## config.mk

```make
export PLATFORM = sky130hd
export DESIGN_NAME = uart_cmd_ctrl
export DESIGN_NICKNAME = d
export VERILOG_FILES = /design/src/rtl/awg_uart_pkg.sv /design/src/rtl/uart_rx_timer.sv /design/src/rtl/uart_cmd_ctrl.sv
export SDC_FILE = /design/constraint.sdc
export NUM_CORES = 1
export LEC_CHECK = 0
export CAP_MARGIN = 20
export CORE_MARGIN = 4
export CORE_UTILIZATION = 57
export DETAILED_ROUTE_END_ITERATION = 8
export HOLD_SLACK_MARGIN = 0.05
export PLACE_DENSITY = 0.8
export REMOVE_ABC_BUFFERS = 1
export SYNTH_ARGS = -nofsm -noshare
export SYNTH_HDL_FRONTEND = slang
export SYNTH_HIERARCHICAL = 1
export SYNTH_SLANG_ARGS = --single-unit
```

## constraint.sdc

```tcl
create_clock -name clk -period 3.31 [get_ports clk]
set_clock_uncertainty 0.2 [all_clocks]
set_input_delay 0.662 -clock clk [delete_from_list [all_inputs] [get_ports clk]]
set_output_delay 0.662 -clock clk [all_outputs]
set_load 0.02 [all_outputs]
```

## src/rtl/awg_uart_pkg.sv

```systemverilog
// rtl/awg_uart_pkg.sv - frame constants, state encoding and command legality for uart_cmd_ctrl
package awg_uart_pkg;

    localparam logic [7:0] SYNC              = 8'hA5;
    localparam logic [7:0] CMD_WRITE_SAMPLES = 8'h10;
    localparam logic [7:0] CMD_SET_REG       = 8'h20;
    localparam logic [7:0] ACK               = 8'h06;
    localparam logic [7:0] NAK               = 8'h15;

    typedef enum logic [2:0] {
        ST_IDLE,
        ST_CMD,
        ST_LEN,
        ST_PAYLOAD,
        ST_CHK,
        ST_RESP
    } state_t;

    function automatic logic frame_legal(input logic [7:0] cmd, input logic [7:0] len);
        case (cmd)
            CMD_WRITE_SAMPLES: frame_legal = (len >= 8'd2);
            CMD_SET_REG:       frame_legal = (len == 8'd2);
            default:           frame_legal = 1'b0;
        endcase
    endfunction

endpackage

```

## src/rtl/uart_rx_timer.sv

```systemverilog
// rtl/uart_rx_timer.sv - inter-byte idle counter, expires after TIMEOUT-1 enabled cycles
module uart_rx_timer #(
    parameter int TIMEOUT = 50000
) (
    input  logic clk,
    input  logic reset,
    input  logic clear,
    input  logic enable,
    output logic expired
);

    localparam int CW = $clog2(TIMEOUT + 1);

    logic [CW-1:0] cnt_q;
    logic [CW-1:0] cnt_d;
    logic          at_limit;

    assign at_limit = (cnt_q == CW'(TIMEOUT - 1));
    assign expired  = enable && at_limit;

    // Saturates at the limit so a stalled frame keeps reporting expiry.
    always_comb begin
        cnt_d = cnt_q;
        if (clear) begin
            cnt_d = '0;
        end else if (enable && !at_limit) begin
            cnt_d = cnt_q + CW'(1);
        end
    end

    always_ff @(posedge clk) begin
        if (reset) begin
            cnt_q <= '0;
        end else begin
            cnt_q <= cnt_d;
        end
    end

endmodule

```

## src/rtl/uart_cmd_ctrl.sv

```systemverilog
// rtl/uart_cmd_ctrl.sv - UART command frame parser driving sample RAM writes and config register writes
module uart_cmd_ctrl
    import awg_uart_pkg::*;
#(
    parameter int ADDR_W  = 12,
    parameter int TIMEOUT = 50000
) (
    input  logic              clk,
    input  logic              reset,
    input  logic [7:0]        from_uart_data,
    input  logic              from_uart_valid,
    input  logic              from_uart_error,
    output logic              from_uart_ready,
    output logic [7:0]        to_uart_data,
    output logic              to_uart_valid,
    output logic              to_uart_error,
    input  logic              to_uart_ready,
    output logic              ram_we,
    output logic [ADDR_W-1:0] ram_addr,
    output logic [7:0]        ram_wdata,
    output logic              cfg_we,
    output logic [3:0]        cfg_idx,
    output logic [7:0]        cfg_data,
    output logic              busy
);

    state_t            state_q, state_d;
    logic [7:0]        cmd_q, cmd_d;
    logic [7:0]        len_q, len_d;
    logic [7:0]        chk_q, chk_d;
    logic [7:0]        pcnt_q, pcnt_d;
    logic [7:0]        addr_hi_q, addr_hi_d;
    logic [ADDR_W-1:0] addr_q, addr_d;
    logic [3:0]        sh_idx_q, sh_idx_d;
    logic [7:0]        sh_val_q, sh_val_d;
    logic              ram_we_q, ram_we_d;
    logic [ADDR_W-1:0] ram_addr_q, ram_addr_d;
    logic [7:0]        ram_wdata_q, ram_wdata_d;
    logic              cfg_we_q, cfg_we_d;
    logic [3:0]        cfg_idx_q, cfg_idx_d;
    logic [7:0]        cfg_data_q, cfg_data_d;
    logic              tx_valid_q, tx_valid_d;
    logic [7:0]        tx_data_q, tx_data_d;
    logic              rx_ready_q, rx_ready_d;
    logic              busy_q, busy_d;

    logic accept;
    logic in_frame;
    logic expired;

    assign accept   = from_uart_valid && rx_ready_q;
    assign in_frame = (state_q == ST_CMD) || (state_q == ST_LEN) ||
                      (state_q == ST_PAYLOAD) || (state_q == ST_CHK);

    uart_rx_timer #(.TIMEOUT(TIMEOUT)) u_timer (
        .clk     (clk),
        .reset   (reset),
        .clear   (accept || !in_frame),
        .enable  (in_frame),
        .expired (expired)
    );

    always_comb begin
        state_d     = state_q;
        cmd_d       = cmd_q;
        len_d       = len_q;
        chk_d       = chk_q;
        pcnt_d      = pcnt_q;
        addr_hi_d   = addr_hi_q;
        addr_d      = addr_q;
        sh_idx_d    = sh_idx_q;
        sh_val_d    = sh_val_q;
        ram_we_d    = 1'b0;
        ram_addr_d  = ram_addr_q;
        ram_wdata_d = ram_wdata_q;
        cfg_we_d    = 1'b0;
        cfg_idx_d   = cfg_idx_q;
        cfg_data_d  = cfg_data_q;
        tx_valid_d  = tx_valid_q;
        tx_data_d   = tx_data_q;

        // An errored byte or an idle gap kills the frame; a byte on the expiry cycle wins.
        if (in_frame && ((accept && from_uart_error) || (!accept && expired))) begin
            state_d    = ST_RESP;
            tx_valid_d = 1'b1;
            tx_data_d  = NAK;
        end else begin
            case (state_q)
                ST_IDLE: begin
                    if (accept && !from_uart_error && from_uart_data == SYNC) begin
                        state_d = ST_CMD;
                    end
                end
                ST_CMD: begin
                    if (accept) begin
                        cmd_d   = from_uart_data;
                        chk_d   = from_uart_data;
                        state_d = ST_LEN;
                    end
                end
                ST_LEN: begin
                    if (accept) begin
                        len_d   = from_uart_data;
                        chk_d   = chk_q ^ from_uart_data;
                        pcnt_d  = 8'd0;
                        state_d = (from_uart_data != 8'd0) ? ST_PAYLOAD : ST_CHK;
                    end
                end
                ST_PAYLOAD: begin
                    if (accept) begin
                        chk_d  = chk_q ^ from_uart_data;
                        pcnt_d = pcnt_q + 8'd1;
                        if (cmd_q == CMD_WRITE_SAMPLES) begin
                            if (pcnt_q == 8'd0) begin
                                addr_hi_d = from_uart_data;
                            end else if (pcnt_q == 8'd1) begin
                                addr_d = ADDR_W'({addr_hi_q, from_uart_data});
                            end else begin
                                ram_we_d    = 1'b1;
                                ram_addr_d  = addr_q;
                                ram_wdata_d = from_uart_data;
                                addr_d      = addr_q + ADDR_W'(1);
                            end
                        end
                        if (cmd_q == CMD_SET_REG) begin
                            if (pcnt_q == 8'd0) sh_idx_d = from_uart_data[3:0];
                            if (pcnt_q == 8'd1) sh_val_d = from_uart_data;
                        end
                        if (pcnt_q == len_q - 8'd1) state_d = ST_CHK;
                    end
                end
                ST_CHK: begin
                    if (accept) begin
                        state_d    = ST_RESP;
                        tx_valid_d = 1'b1;
                        if (from_uart_data == chk_q && frame_legal(cmd_q, len_q)) begin
                            tx_data_d = ACK;
                            if (cmd_q == CMD_SET_REG) begin
                                cfg_we_d   = 1'b1;
                                cfg_idx_d  = sh_idx_q;
                                cfg_data_d = sh_val_q;
                            end
                        end else begin
                            tx_data_d = NAK;
                        end
                    end
                end
                ST_RESP: begin
                    if (to_uart_ready) begin
                        state_d    = ST_IDLE;
                        tx_valid_d = 1'b0;
                        tx_data_d  = 8'h00;
                    end
                end
                default: state_d = ST_IDLE;
            endcase
        end

        rx_ready_d = (state_d != ST_RESP);
        busy_d     = (state_d != ST_IDLE);
    end

    always_ff @(posedge clk) begin
        if (reset) begin
            state_q     <= ST_IDLE;
            cmd_q       <= '0;
            len_q       <= '0;
            chk_q       <= '0;
            pcnt_q      <= '0;
            addr_hi_q   <= '0;
            addr_q      <= '0;
            sh_idx_q    <= '0;
            sh_val_q    <= '0;
            ram_we_q    <= 1'b0;
            ram_addr_q  <= '0;
            ram_wdata_q <= '0;
            cfg_we_q    <= 1'b0;
            cfg_idx_q   <= '0;
            cfg_data_q  <= '0;
            tx_valid_q  <= 1'b0;
            tx_data_q   <= '0;
            rx_ready_q  <= 1'b1;
            busy_q      <= 1'b0;
        end else begin
            state_q     <= state_d;
            cmd_q       <= cmd_d;
            len_q       <= len_d;
            chk_q       <= chk_d;
            pcnt_q      <= pcnt_d;
            addr_hi_q   <= addr_hi_d;
            addr_q      <= addr_d;
            sh_idx_q    <= sh_idx_d;
            sh_val_q    <= sh_val_d;
            ram_we_q    <= ram_we_d;
            ram_addr_q  <= ram_addr_d;
            ram_wdata_q <= ram_wdata_d;
            cfg_we_q    <= cfg_we_d;
            cfg_idx_q   <= cfg_idx_d;
            cfg_data_q  <= cfg_data_d;
            tx_valid_q  <= tx_valid_d;
            tx_data_q   <= tx_data_d;
            rx_ready_q  <= rx_ready_d;
            busy_q      <= busy_d;
        end
    end

    assign from_uart_ready = rx_ready_q;
    assign to_uart_data    = tx_data_q;
    assign to_uart_valid   = tx_valid_q;
    assign to_uart_error   = 1'b0;
    assign ram_we          = ram_we_q;
    assign ram_addr        = ram_addr_q;
    assign ram_wdata       = ram_wdata_q;
    assign cfg_we          = cfg_we_q;
    assign cfg_idx         = cfg_idx_q;
    assign cfg_data        = cfg_data_q;
    assign busy            = busy_q;

endmodule

```

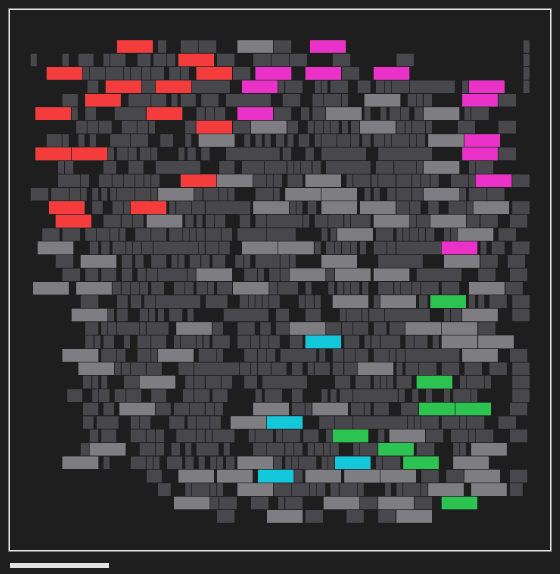
(images/registers.png)
Scale bar: 20 µm.
Key: `sh_idx_q` = cyan [placed flops 4, where south]; `u_timer/cnt_q` = red [placed flops 16, where north-west]; `sh_val_q` = green [placed flops 8, where south-east]; `ram_addr` = magenta [placed flops 12]
Another 78 sequential cells are not coloured.
Seq. pwr: 0.00144 W
Util after Layout: 71.7%
register area: 2360 µm²
fraction of area in registers: 33.3%

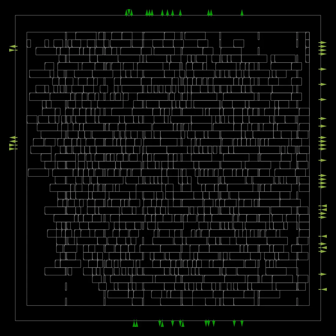
(images/final_placement.png)
row cnt: 36
final cell count without fillers: 881
Tap Cells: 133
# fillers: 745
sequential cell count: 118

==> results.toml <==
# flow metrics
[status]
outcome = "complete, no violations"

[synthesis]
ff_type = "dfxtp_1"
syn_area_um2 = 5860
synth.most_common_cell = "dfxtp_1"

[worst_setup_path]
reg2regPathDepth = 9
rr_endpoint = "from_uart_ready"
cp.depth = 9
worstPathMaxFanout = 18

[global_route]
grt_overflow_total = 0
grt_pass1_vias = 5143
use_met2_pct = 45.0

[clock_network]
ctsHoldBuffers = 0
cts_resized = 0

[power]
combPwrFrac_pct = 5.2
maxPowerGroup = "clock"
pg_clk_w = 0.00196

[sta]
final_hold_viol_count = 0
finalCriticalPeriod_ns = 2.99

[die]
die_h_um = 109
fp.dieW_um = 109

[finish]
lay_top_cells = "dfxtp_1 (118), nor2_1 (100), nand2_1 (71)"
nNonClkInverters = 9

[detailed_routing]
dr_total_vias = 5248
drt-initial-drc-count = 339

[placed_design]
gp_congestion = 0.880
dp_hpwl_um = 9950
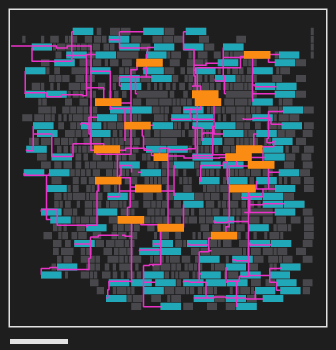
(images/clock_map.png)
Scale bar: 20 µm.
Key: cells driving clock nets = orange [count 17]; clock wires = magenta [length 1510 µm]; flip-flops = cyan [count 118]
There are 18 routed clock nets.

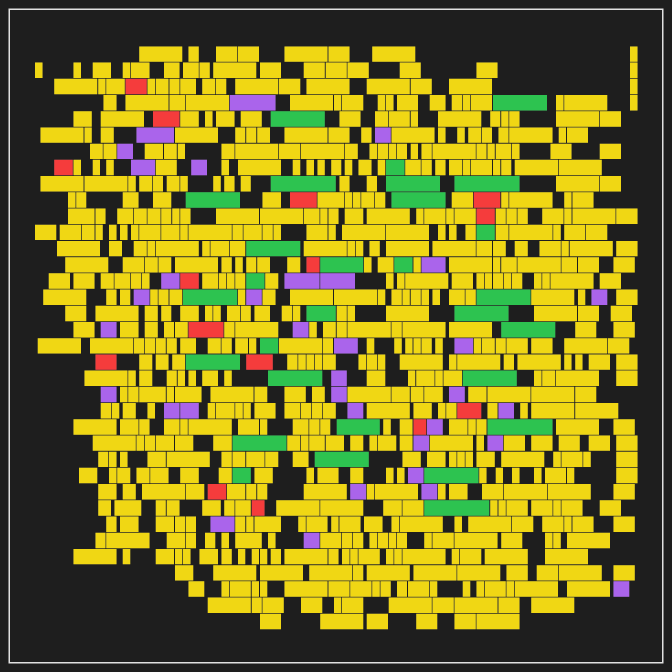
(images/drive_strength.png)
Key: drive 2 = red [cells 15, share 2.0%, most used a31o_2]; drive 6 and up = green [cells 29, share 3.9%, most used clkbuf_16]; drive 1 or less = yellow [cells 670, share 90%, most used dfxtp_1]; drive 3 to 4 = purple [cells 34, share 4.5%, most used buf_4]
Signal buffers: 75
final worst setup slack: 0.324 ns
design area: 7100 µm²
area grow syn2layout: 21.2%

Power figures rest on the tool's default switching activity, not on a simulated workload.
